Run 1, I/O nets highlighted:
Bar = 20 um.
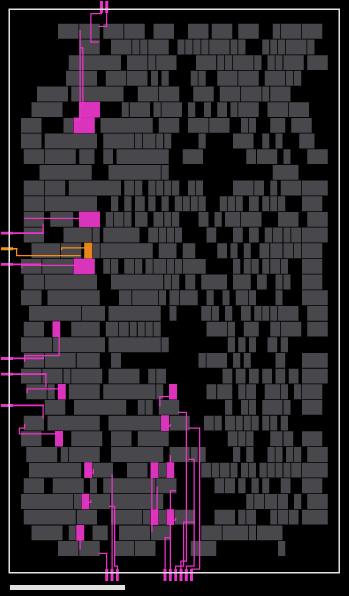
Run 1, track usage over the die:
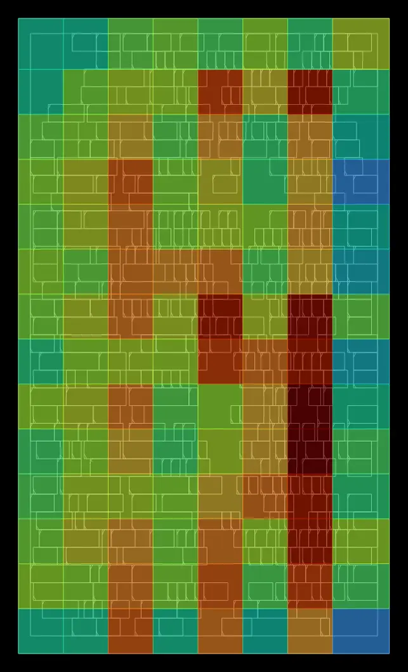
Run 1, supply network:
Bar = 20 um. Pins as bars on the die edge.
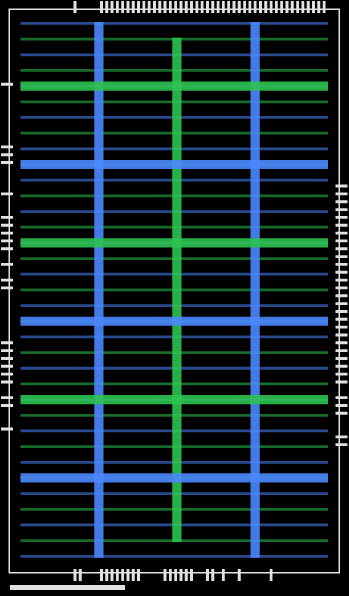
==> src/rtl/interrupt_sequencer.sv <==
// PC-redirect sequencer: boot-vector load, interrupt entry (drain, push PC/flags, vector fetch)
// and RTI return (pop flags/PC). Owns the PC-load mux select and the data-memory port while busy.
module interrupt_sequencer #(
    parameter int                 DATA_W         = 16,
    parameter int                 FLAG_W         = 4,
    parameter int                 DRAIN_CYCLES   = 3,
    parameter logic [DATA_W-1:0]  RESET_VEC_ADDR = DATA_W'(0),
    parameter logic [DATA_W-1:0]  IRQ_VEC_ADDR   = DATA_W'(1)
) (
    input  logic              clk,
    input  logic              reset,
    input  logic              irq_in,
    input  logic              rti_in,
    input  logic [DATA_W-1:0] pc_in,
    input  logic [FLAG_W-1:0] flags_in,
    input  logic [DATA_W-1:0] sp_in,
    input  logic [DATA_W-1:0] mem_rdata,
    output logic [DATA_W-1:0] mem_addr,
    output logic [DATA_W-1:0] mem_wdata,
    output logic              mem_we,
    output logic              mem_re,
    output logic              sp_dec,
    output logic              sp_inc,
    output logic              stall_fetch,
    output logic              pc_load,
    output logic [DATA_W-1:0] pc_load_val,
    output logic              flush,
    output logic              flags_restore,
    output logic [FLAG_W-1:0] flags_out,
    output logic              irq_ack,
    output logic              busy
);

    localparam int CNT_W = (DRAIN_CYCLES > 1) ? $clog2(DRAIN_CYCLES) : 1;

    typedef enum logic [3:0] {
        S_BOOT, S_BOOT_W, S_RUN, S_DRAIN, S_PUSH_PC, S_PUSH_F,
        S_VEC, S_VEC_W, S_POP_F, S_POP_PC, S_POP_W
    } state_t;

    state_t             state_q, state_d;
    logic               irq_pend_q, irq_pend_d;
    logic [CNT_W-1:0]   cnt_q, cnt_d;
    logic [DATA_W-1:0]  saved_pc_q, saved_pc_d;
    logic [FLAG_W-1:0]  saved_flags_q, saved_flags_d;
    logic [DATA_W-1:0]  sp_plus1;

    // Pops read the word just above the next-free slot; wraps modulo 2^DATA_W.
    assign sp_plus1 = sp_in + 1'b1;

    // NOTE: sequential state uses non-blocking assignments so every flop samples pre-edge values.
    always_ff @(posedge clk or negedge reset) begin
        if (!reset) begin
            state_q       <= S_BOOT;
            irq_pend_q    <= 1'b0;
            cnt_q         <= '0;
            saved_pc_q    <= '0;
            saved_flags_q <= '0;
        end else begin
            state_q       <= state_d;
            irq_pend_q    <= irq_pend_d;
            cnt_q         <= cnt_d;
            saved_pc_q    <= saved_pc_d;
            saved_flags_q <= saved_flags_d;
        end
    end

    // NOTE: every signal gets a default before the case so no path can infer a latch.
    always_comb begin
        state_d       = state_q;
        cnt_d         = cnt_q;
        saved_pc_d    = saved_pc_q;
        saved_flags_d = saved_flags_q;
        // A still-asserted level request re-pends even while the current one is being pushed.
        irq_pend_d    = irq_in | (irq_pend_q & (state_q != S_PUSH_PC));

        mem_addr      = '0;
        mem_wdata     = '0;
        mem_we        = 1'b0;
        mem_re        = 1'b0;
        sp_dec        = 1'b0;
        sp_inc        = 1'b0;
        pc_load       = 1'b0;
        pc_load_val   = '0;
        flush         = 1'b0;
        flags_restore = 1'b0;
        flags_out     = '0;
        irq_ack       = 1'b0;
        busy          = (state_q != S_RUN);
        stall_fetch   = (state_q != S_RUN);

        unique case (state_q)
            S_BOOT: begin
                mem_re   = 1'b1;
                mem_addr = RESET_VEC_ADDR;
                state_d  = S_BOOT_W;
            end
            S_BOOT_W, S_VEC_W, S_POP_W: begin
                pc_load     = 1'b1;
                pc_load_val = mem_rdata;
                flush       = 1'b1;
                state_d     = S_RUN;
            end
            S_RUN: begin
                if (rti_in) begin
                    state_d = S_POP_F;
                end else if (irq_pend_q) begin
                    state_d       = S_DRAIN;
                    saved_pc_d    = pc_in;
                    saved_flags_d = flags_in;
                    cnt_d         = CNT_W'(DRAIN_CYCLES - 1);
                end
            end
            S_DRAIN: begin
                if (cnt_q == '0) state_d = S_PUSH_PC;
                else             cnt_d   = cnt_q - 1'b1;
            end
            S_PUSH_PC: begin
                mem_we    = 1'b1;
                mem_addr  = sp_in;
                mem_wdata = saved_pc_q;
                sp_dec    = 1'b1;
                irq_ack   = 1'b1;
                state_d   = S_PUSH_F;
            end
            S_PUSH_F: begin
                mem_we    = 1'b1;
                mem_addr  = sp_in;
                mem_wdata = {{(DATA_W-FLAG_W){1'b0}}, saved_flags_q};
                sp_dec    = 1'b1;
                state_d   = S_VEC;
            end
            S_VEC: begin
                mem_re   = 1'b1;
                mem_addr = IRQ_VEC_ADDR;
                state_d  = S_VEC_W;
            end
            S_POP_F: begin
                mem_re   = 1'b1;
                mem_addr = sp_plus1;
                sp_inc   = 1'b1;
                state_d  = S_POP_PC;
            end
            S_POP_PC: begin
                mem_re        = 1'b1;
                mem_addr      = sp_plus1;
                sp_inc        = 1'b1;
                flags_restore = 1'b1;
                flags_out     = mem_rdata[FLAG_W-1:0];
                state_d       = S_POP_W;
            end
            default: state_d = S_BOOT;
        endcase

        // While reset is held the outputs go quiet immediately, not at the next edge.
        if (!reset) begin
            mem_addr      = '0;
            mem_wdata     = '0;
            mem_we        = 1'b0;
            mem_re        = 1'b0;
            sp_dec        = 1'b0;
            sp_inc        = 1'b0;
            pc_load       = 1'b0;
            pc_load_val   = '0;
            flush         = 1'b0;
            flags_restore = 1'b0;
            flags_out     = '0;
            irq_ack       = 1'b0;
            stall_fetch   = 1'b0;
            busy          = 1'b1;
        end
    end

endmodule

==> config.mk <==
export PLATFORM = sky130hd
export DESIGN_NAME = interrupt_sequencer
export DESIGN_NICKNAME = d
export VERILOG_FILES = /design/src/rtl/interrupt_sequencer.sv
export SDC_FILE = /design/constraint.sdc
export NUM_CORES = 1
export LEC_CHECK = 0
export ABC_AREA = 1
export ABC_CLOCK_PERIOD_IN_PS = 3480
export CAP_MARGIN = 10
export CORE_ASPECT_RATIO = 1.75
export CORE_MARGIN = 1.5
export CORE_UTILIZATION = 43
export DETAILED_ROUTE_END_ITERATION = 12
export GPL_TIMING_DRIVEN = 0
export PLACE_DENSITY = 0.84
export SYNTH_ARGS = -nofsm -noshare
export SYNTH_HDL_FRONTEND = slang
export SYNTH_SLANG_ARGS = --single-unit
==> constraint.sdc <==
create_clock -name clk -period 3.48 [get_ports clk]
set_input_delay 0.522 -clock clk [delete_from_list [all_inputs] [get_ports clk]]
set_output_delay 0.522 -clock clk [all_outputs]
set_load 0.05 [all_outputs]
==> flow_summary.ini, run 1 <==
; physical design summary
[global_routing]
overflow = 0
grt_use_total_pct = 22.6
grt_pass1_vias = 2450
grt_pass1_wl_mm = 10.5
grt_max_degree = 29
antenna_found_initial = 0

[logic_synthesis]
syn-num-nets = 374
netlist_area_sq_um = 2200
ys_warn_count = 0
avgSynthCellArea_sq_um = 6.95
yosys_cells = 316
ys_types = 32
yosys_area_sq_um = 2200
ys_seq_share_pct = 30.8

[power]
p_total_mw = 2.03
pwr_density_cell_nw_per_um2 = 578

[outcome]
status = complete, no violations

[sta]
finClkSkew_ps = 1.81
hold_violations = 0
drv_slew = 0
fin_crit_ps = 3290
fmax_mhz = 304
grt_setup_unrepaired = no
setup_ws_ps = 185

[routing]
via_per_inst = 5.19
dr.first_iter.drc_count = 128
final_antenna_net_count = 0
wirelength_mm = 6.51

[flow_run]
warning_count = 26
drv_cap = 0

[placement]
gp_congestion = 0.981
dp_slack_ps = -1060

[cts]
numClockSinks = 27
htreeDepth = 1
cts-buffers-inserted = 3
clk_root_buffer_cell = clkbuf_8
ctsLongestPathBuffers = 2

[critical_path]
required_ps = 2960
worstSetupEndpointType = output port
path_max_fanout = 28
timing.rr.end = saved_pc_q[9]$_DFFE_PN0P_

[cells_and_area]
mostFrequentLayoutCells = clkdlybuf4s50_1 (105), nor2_1 (67), nand2_1 (66), inv_1 (45), dfrtp_1 (27)
stdcell_count = 491
n_antenna_cell = 0
drive_above_1_share_pct = 10.5

[floorplan]
die-area_sq_um = 5560
-- 'I/O nets highlighted' (at the start) --
busy: in orange, bits 1, direction output, edge left, end cells 1, wire 17.9 um. mem_wdata: in magenta, bits 16, direction output, edge 9 bottom, 5 left, 2 top, end cells 16, wire 293 um.
port bufs: 117
I/O pin cnt: 118

-- 'track usage over the die' (at the start) --
GRT Max-Usage Layer: met2
met1 usage: 25.6%

-- 'supply network' (at the start) --
VSS: in blue. VDD: in green.
118 signal pins sit on the boundary. The core has 34 rows. 3 straps on met4.
core area: 4930 sq um
worst vdd ir: 0.000518 V
chip height: 97.5 um
Die Width: 57.0 um

## run 1: report_power, final
group | total [mW] | switching, mW | internal, mW
clock network | 0.167 | 0.0870 | 0.0798
logic | 1.30 | 0.760 | 0.544
registers | 0.557 | 0.0945 | 0.463
total | 2.03 | 0.942 | 1.09
## run 1: worst max path at each step
| stage | depth (start not counted) | endpoint | start | slack, ps |
|---|---|---|---|---|
| final | 6 | mem_wdata[0] | reset | 190 |
| after global routing | 6 | mem_we | reset | 10 |
| after global placement | 7 | mem_addr[7] | reset | -1080 |
| after floorplan | 5 | flags_out[0] | reset | 480 |
| after CTS | 9 | mem_addr[8] | sp_in[1] | 20 |
| after detailed placement | 7 | mem_addr[7] | reset | -1060 |
## run 1: synthesized netlist by cell type
cell,count,share of area [%]
a21o_1,2,0.68
a21oi_1,18,4.1
a21oi_2,1,0.40
a22oi_1,1,0.34
a31oi_1,1,0.29
a32o_1,4,1.8
a32oi_1,1,0.40
buf_2,5,1.1
buf_4,2,0.68
buf_6,2,1.0
clkbuf_1,2,0.34
clkinv_1,1,0.17
dfrtp_1,27,31
ha_1,2,1.1
inv_1,45,7.7
inv_2,3,0.51
mux2_2,1,0.51
mux2_4,19,13
nand2_1,66,11
nand2_2,3,0.85
nand3_1,18,4.1
nand3_4,1,0.80
nand4_1,4,1.1
nor2_1,67,11
nor2_2,1,0.29
nor2_4,1,0.51
nor3_1,3,0.68
o211ai_1,1,0.34
o21ai_0,11,2.5
o21ai_2,1,0.40
o21bai_1,1,0.34
or2_2,1,0.29
## run 1: per-layer routing
layer | GRT usage [%] | up-vias | share of wire [%]
met1 | 25.6 | 1193 | 37
li1 | - | 1249 | -
met5 | 0 | - | 0
met4 | 8.59 | 0 | 1.9
met3 | 0.666 | 9 | 4.1
met2 | 43.1 | 96 | 56
## run 1: what timing repair did
item | in CTS | in global routing
resized | 6 | 11
hold buffers | 0 | 0
pin swaps | 0 | 0
buffers inserted | 0 | 0
endpoints found under the setup margin | 62 | 11
## run 1: state kept, by name, indices dropped and copies added, names as in the netlist
signal and cells:
cnt_q 2, irq_pend_q 1, saved_flags_q 4, saved_pc_q 16, state_q 4
## run 1: cell families after synthesis
family | after synthesis | synth area share (%)
compound gates | 42 | 11.6
fa+ha+maj | 2 | 1.14
buf+inv | 60 | 11.6
flops | 27 | 30.8
mux | 20 | 13.5
simple gates | 165 | 31.4
## run 1: critical path, stage by stage
cell	delay, ps
buf_4	300
buf_2	280
clkinv_1	260
nor2_1	390
a32o_1	200
clkdlybuf4s50_1	800
## run 1: metrics by stage
stage / hold slack (ps) / area [sq um] / TNS [ps]
2_1_floorplan: 226 / 2200 / 0
3_3_place_gp: 490 / 3430 / -44870
3_5_place_dp: 495 / 3430 / -43620
4_1_cts: 160 / 3480 / 0
5_1_grt: 170 / 3510 / 0
6_report: 153 / 3510 / 0
## run 1: final cells by class
cell class                 count  area, sq um
sequential                    27          676
multi-input combinational    229         1270
fill                         421         1430
clock inverter                 1         5.00
clock buffer                   3         41.3
timing repair buffer         117         1200
inverter                      49          184
tap                           54         67.6
buffer                        11         70.1
--- run 2 (diff from run 1) ---
--- a/config.mk
+++ b/config.mk
@@ -7,7 +7,6 @@
 export LEC_CHECK = 0
 export ABC_AREA = 1
 export ABC_CLOCK_PERIOD_IN_PS = 3480
-export CAP_MARGIN = 10
 export CORE_ASPECT_RATIO = 1.75
 export CORE_MARGIN = 1.5
 export CORE_UTILIZATION = 43
Run 2, I/O nets highlighted:
Bar = 20 um.
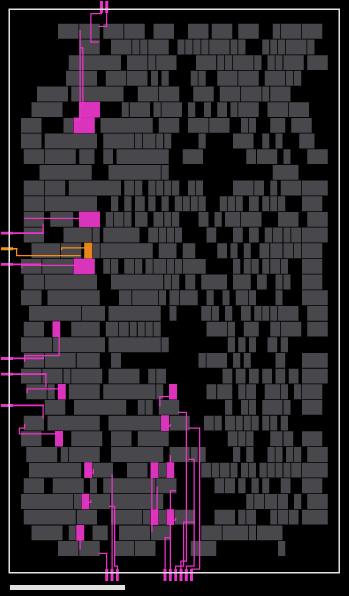

==> run 2 against run 1 <==
Effect of this change:
- count of clock-buffer cells in the layout is the same
- global-route usage unchanged
- worst setup slack did not move
- synthesized area is the same
- fmax unchanged
- combinational power is essentially flat
- die size stayed put
- power stayed put
- clock skew stayed put
- wire length stayed put
==> flow_summary.ini, run 2 <==
; physical design summary
[cts]
htreeDepth = 1
ctsLongestPathBuffers = 2
numClockSinks = 27
clk_root_buffer_cell = clkbuf_8
hold_buffers = 0
cts_setup_buffers = 0

[logic_synthesis]
syn-num-nets = 374
yosys-top-cells-count = nor2_1 (67), nand2_1 (66), inv_1 (45)
ys_seq_share_pct = 30.8
avgSynthCellArea_sq_um = 6.95
async_reset_ff_share_pct = 100
synth.most_common_cell = nor2_1

[global_routing]
grt_pass1_wl_mm = 10.5
overflow = 0
grt_max_degree = 29

[cells_and_area]
largest_register_ffs = 16
drive_above_1_share_pct = 10.5
mostFrequentLayoutCells = clkdlybuf4s50_1 (105), nor2_1 (67), nand2_1 (66), inv_1 (45), dfrtp_1 (27)
reg_top3 = saved_pc_q x16, saved_flags_q x4, state_q x4

[placement]
gp_congestion = 0.981
dp_slack_ps = -1060

[power]
vdd_drop_max_v = 0.000518

[floorplan]
io_pins = 118
dieHeight_um = 97.5
die-area_sq_um = 5560

[sta]
fin_crit_ps = 3290
finClkSkew_ps = 1.81
fmax_mhz = 304
hold_violations = 0

[critical_path]
required_ps = 2960
crit_chain = buf_4 -> buf_2 -> clkinv_1 -> nor2_1 -> a32o_1 -> clkdlybuf4s50_1
cp_top_family = buffers and inverters
cp_slowest_cell = clkdlybuf4s50_1
cp_num_buf_inv = 4

[outcome]
status = complete, no violations

[routing]
via_per_inst = 5.19

[flow_run]
drv_cap = 0
Run 2, track usage over the die:
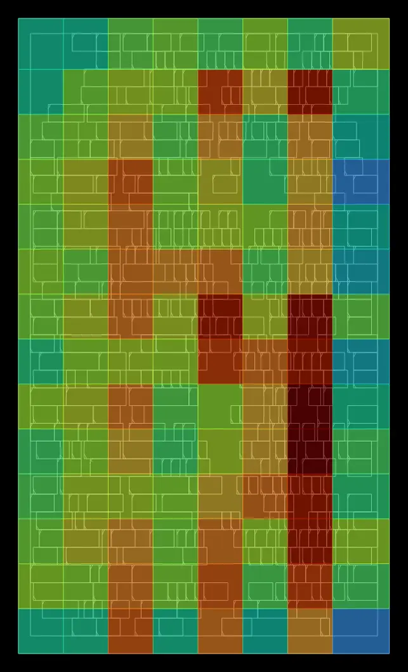
Final Util: 71.0%
M3 GR Usage: 0.666%
wire length per cell: 13.3 um
met2 Use GR: 43.1%

## run 2: cell counts in the layout (fill, tap and decap cells not counted)
No cell type changed its count.
## run 2: area by class of cell
class	instances	area (sq um)
clock inverter	1	5.00
inverter	49	184
timing repair buffer	117	1200
clock buffer	3	41.3
buffer	11	70.1
fill	421	1430
multi-input combinational	229	1270
sequential	27	676
tap	54	67.6
## run 2: final timing paths
path / startpoint / to / slack [ps] / cells past startpoint
worst min-delay path: reset / saved_pc_q[6]$_DFFE_PN0P_ / 150 / 1
max in group asynchronous: reset / saved_flags_q[0]$_DFFE_PN0P_ / 3070 / 1
worst min register to register: saved_pc_q[5]$_DFFE_PN0P_ / saved_pc_q[5]$_DFFE_PN0P_ / 520 / 1
worst max register to register: state_q[2]$_DFFE_PN0P_ / saved_pc_q[9]$_DFFE_PN0P_ / 1960 / 6
worst max-delay path: reset / mem_wdata[0] / 190 / 6
min in group clk: saved_pc_q[5]$_DFFE_PN0P_ / saved_pc_q[5]$_DFFE_PN0P_ / 520 / 1
## run 2: logic make-up (layout without fill, tap and decap cells)
logic type | count (synthesis) | in the layout | synth area share, %
flops | 27 | 27 | 30.8
fa+ha+maj | 2 | 2 | 1.14
buf+inv | 60 | 181 | 11.6
mux | 20 | 20 | 13.5
compound gates | 42 | 42 | 11.6
simple gates | 165 | 165 | 31.4
## run 2: where the power goes
group	switching [mW]	internal, mW	total [mW]
combinational	0.760	0.544	1.30
sequential	0.0945	0.463	0.557
clock	0.0870	0.0798	0.167
total	0.942	1.09	2.03
## run 2: through the flow
stage / TNS (ps) / hold WS, ps / power (mW) / std cells
global placement: -44870 / 490 / 1.84 / 487
global route: 0 / 170 / 2.16 / 491
floorplan: 0 / 226 / 1.48 / 316
CTS: 0 / 160 / 2.04 / 491
finish: 0 / 153 / 2.03 / 491
detailed placement: -43620 / 495 / 1.87 / 487
## run 2: routing by layer
layer,global-route usage [%],vias up,wire length (um)
met2,43.1,96,3680
met3,0.666,9,270
met4,8.59,0,127
li1,-,1249,-
met5,0,-,0
met1,25.6,1193,2440
## run 2: worst reg2reg max path, stage by stage (launching register included)
cell	delay, ps
dfrtp_1	420
inv_1	90
nand2_1	120
nor2_4	180
nand3_4	120
buf_6	180
mux2_4	310
## run 2: repair_timing
action,in CTS,in global routing
gates resized,6,11
endpoints found under the setup margin,62,11
gates cloned,0,0
Power figures rest on the tool's default switching activity, not on a simulated workload.
